## src/rtl/exp_mod_reduce.sv

```systemverilog
// Restoring shift-subtract reducer: remainder = value mod modulus, one quotient bit per clock.
// A zero modulus skips the divide loop and returns the captured value with div_by_zero set.
module exp_mod_reduce #(
    parameter int W = 32
) (
    input  logic         clk,
    input  logic         rst,
    input  logic         start,
    input  logic [W-1:0] value,
    input  logic [W-1:0] modulus,
    output logic         busy,
    output logic         done,
    output logic [W-1:0] remainder,
    output logic         div_by_zero
);

    localparam int CW = (W > 1) ? $clog2(W) : 1;

    typedef enum logic [1:0] {
        IDLE = 2'd0,
        CALC = 2'd1,
        FIN  = 2'd2
    } state_t;

    state_t        state;
    state_t        state_next;

    logic [W-1:0]  dv;
    logic [W-1:0]  m;
    logic [W:0]    r;
    logic [CW-1:0] cnt;

    // Trial value is one bit wider than r; r's top bit is always 0 after a step,
    // so this matches shifting r[W-1:0] and never overflows for m > 2^(W-1).
    logic [W+1:0]  t;
    logic [W+1:0]  mx;
    logic          ge;

    always_ff @(posedge clk) begin
        if (rst) begin
            state <= IDLE;
        end else begin
            state <= state_next;
        end
    end

    always_comb begin
        state_next = IDLE;
        case (state)
            IDLE: begin
                if (start) begin
                    state_next = (modulus == '0) ? FIN : CALC;
                end else begin
                    state_next = IDLE;
                end
            end
            CALC: begin
                state_next = (cnt == CW'(W - 1)) ? FIN : CALC;
            end
            FIN: begin
                state_next = IDLE;
            end
            default: begin
                state_next = IDLE;
            end
        endcase
    end

    always_comb begin
        t  = {r, dv[W-1]};
        mx = {2'b00, m};
        ge = (t >= mx);
    end

    always_ff @(posedge clk) begin
        if (rst) begin
            dv          <= '0;
            m           <= '0;
            r           <= '0;
            cnt         <= '0;
            done        <= 1'b0;
            remainder   <= '0;
            div_by_zero <= 1'b0;
        end else begin
            done <= 1'b0;
            case (state)
                IDLE: begin
                    if (start) begin
                        dv  <= value;
                        m   <= modulus;
                        r   <= '0;
                        cnt <= '0;
                    end
                end
                CALC: begin
                    dv  <= dv << 1;
                    r   <= ge ? (W+1)'(t - mx) : (W+1)'(t);
                    cnt <= cnt + CW'(1);
                end
                FIN: begin
                    // A zero modulus never entered CALC, so dv still holds the captured value.
                    if (m == '0) begin
                        remainder   <= dv;
                        div_by_zero <= 1'b1;
                    end else begin
                        remainder   <= r[W-1:0];
                        div_by_zero <= 1'b0;
                    end
                    done <= 1'b1;
                end
                default: begin
                    done <= 1'b0;
                end
            endcase
        end
    end

    assign busy = (state == CALC) || (state == FIN);

endmodule

```

## config.mk

```make
export PLATFORM = sky130hd
export DESIGN_NAME = exp_mod_reduce
export DESIGN_NICKNAME = d
export VERILOG_FILES = /design/src/rtl/exp_mod_reduce.sv
export SDC_FILE = /design/constraint.sdc
export NUM_CORES = 1
export LEC_CHECK = 0
export ABC_AREA = 1
export CAP_MARGIN = 40
export CORE_MARGIN = 2
export CORE_UTILIZATION = 55
export CTS_CLUSTER_SIZE = 30
export DETAILED_ROUTE_END_ITERATION = 7
export HOLD_SLACK_MARGIN = 0.06
export PLACE_DENSITY = 0.83
export SLEW_MARGIN = 15
export SYNTH_ARGS = -nofsm -noshare
export SYNTH_HDL_FRONTEND = slang
export SYNTH_SLANG_ARGS = --single-unit
```

## constraint.sdc

```tcl
create_clock -name clk -period 6.1 [get_ports clk]
set_input_delay 1.22 -clock clk [delete_from_list [all_inputs] [get_ports clk]]
set_output_delay 1.22 -clock clk [all_outputs]
set_load 0.01 [all_outputs]
```

A small window of the routed layout:
Region (88, 88) to (108, 108) µm. Cells in grey, sequential cells in the stronger grey; small squares are vias.
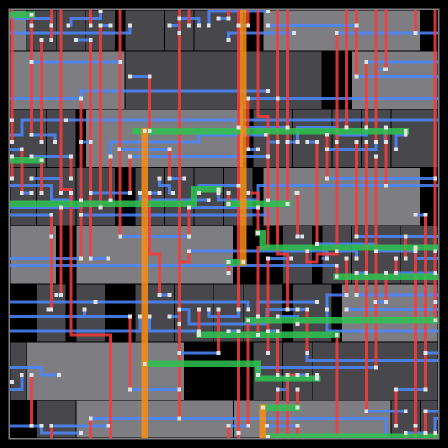
colour	layer
orange	met4
red	met2
blue	met1
green	met3
cells with their middle in the window	47
netlist names of flops here include	dv (4), remainder (3), r (2)
most frequent	nand2_1 (10), dfxtp_1 (10), inv_1 (6)
sequential cells in the window	10

The metal 2 layer:
Scale: 3 px per µm.
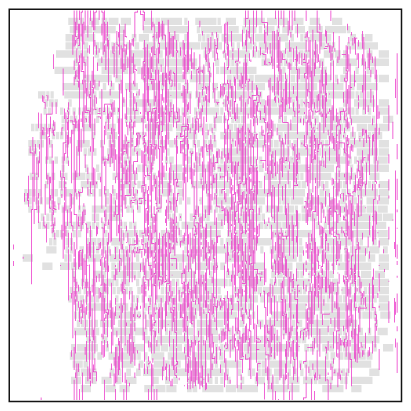
nets with wire on the layer	1249
longest straight run	56.1 µm
main direction	vertical
share of all routed wire	44%

==> results.py <==
# Flow results
metrics = {
    "routing": {
        "dr_wl_met3_mm": 2.54,
        "final_antenna_net_count": 0,
        "drt_iter0_markers": 1015,
        "wirelength_mm": 25.6,
        "wl_per_cell_um": 14.9,
        "via_per_inst": 5.42,
        "top_layer": "met4",
        "m1WireLength_mm": 11.2,
    },
    "floorplanning": {
        "die_h_um": 130,
        "io-pin-count": 102,
        "die_x_um": 130,
        "core_mm2": 0.0157,
        "chipArea_mm2": 0.0170,
        "tapCellCount": 216,
        "core.rowCount": 46,
    },
    "grt": {
        "gr-usage-met2": 0.482,
        "globalRoute.busiestLayer": "met2",
        "grt_start_max_net_pins": 72,
        "grt_pass1_wl_mm": 40.0,
        "grt_pass1_vias": 8156,
        "grtUsageMet3": 0.0504,
        "use_met1": 0.422,
        "grt_use_total": 0.300,
    },
    "final_timing": {
        "max_freq_ghz": 0.318,
        "grt_setup_unrepaired": "false",
        "worstMarginPinSlew_ns": 0.814,
        "setup_viol": 0,
        "clock-skew-final_ns": 0.00821,
        "tns_ns": 0,
        "fin_ws_ns": 2.96,
        "hold_ws_ns": 0.474,
        "hold_viol_final": 0,
        "finalCriticalPeriod_ns": 3.14,
        "fin_crit_sh": 0.516,
    },
    "synth": {
        "compound_area_frac": 0.153,
        "top_area_frac": 0.315,
        "async_reset_ff_frac": 0,
        "ys_sh_simple": 0.331,
        "synth.avg_cell_area_um2": 6.15,
        "yosysChipArea_mm2": 0.00877,
        "fa_ha_area_frac": 0.0551,
        "synth_flops": 138,
        "synth-xor-area-share": 0.0150,
        "ys_cells": 1426,
        "most_common_cell": "nand2_1",
        "synth-edff-count": 0,
        "synth_top_flop_cell": "dfxtp_1",
        "yosysTopAreaCell": "dfxtp_1",
        "fp_nets": 1531,
    },
    "worst_setup_path": {
        "crit_start": "start",
        "path_cells": "clkdlybuf4s50_1 -> nand2_2 -> buf_16 -> o21ai_4 -> buf_4 -> o21ai_0 -> a31oi_1",
        "path_delay_family": "buffers and inverters",
        "crit_required_ns": 6.44,
        "timing.rr.end": "r[3]",
        "path_class": "in2reg",
        "path_depth": 7,
        "crit_buf_inv": 3,
        "reg2regPathDepth": 11,
        "cpPeakStageDelay_ns": 0.53,
        "cp_max_fo": 66,
        "end_kind": "register",
        "r2r_start": "m[16]",
        "worstPathArrival_ns": 3.48,
        "reg2reg_slack_ns": 3.02,
    },
    "final_layout": {
        "final_core_util": 0.670,
        "comb_cells": 994,
        "sh_seq_area": 0.263,
        "sh_comb_area": 0.465,
        "regMostFlops": "r",
        "regArea_mm2": 0.00276,
        "bufAreaShareNonClock": 0.108,
        "drive_above_1_share": 0.0427,
        "lay_top_count": "nand2_1",
        "fillers": 1443,
        "largest_reg_flops": 33,
        "num-clock-buffers": 20,
        "design_area_mm2": 0.0105,
        "diodes": 0,
        "largest_class": "multi-input combinational cells",
        "syn_to_final_growth_pct": 19.9,
        "nets": 1593,
        "most-common-layout-cells": "nand2_1, inv_1, dfxtp_1",
        "inverters": 226,
        "clk_share": 0.0580,
    },
    "clock_network": {
        "clkTransAtPathRegs_ns": 0.06,
        "cts_tree": "built",
        "clk_latency_ns": 0.42,
        "cts_resized": 0,
        "h-tree-depth": 4,
        "post_cts.repair.setup_buffers": 0,
        "cts-root-buf": "clkbuf_16",
        "clock_sinks": 138,
    },
    "placement": {
        "place_congestion": 0.987,
        "dpl_cell_area_mm2": 0.00991,
        "hpwl_mm": 18.5,
        "portBuffers": 101,
    },
    "power_and_ir_drop": {
        "seqPwrFrac": 0.393,
        "p_sw_frac": 0.285,
        "pg_clk_w": 0.00107,
        "top_power_group": "the clock network",
        "power.internal_w": 0.00177,
        "total_power_w": 0.00248,
        "power.share.clock": 0.431,
        "p_comb_w": 0.000436,
        "p_sw_w": 0.000705,
        "cellPowerDensity_mw_per_mm2": 235,
        "peakVddDrop_mv": 0.210,
    },
    "worst_hold_path": {
        "hold_path_depth": 2,
        "hold_start": "cnt[4]",
        "min_path_type": "reg2reg",
    },
    "outcome": {
        "status": "completed",
    },
}
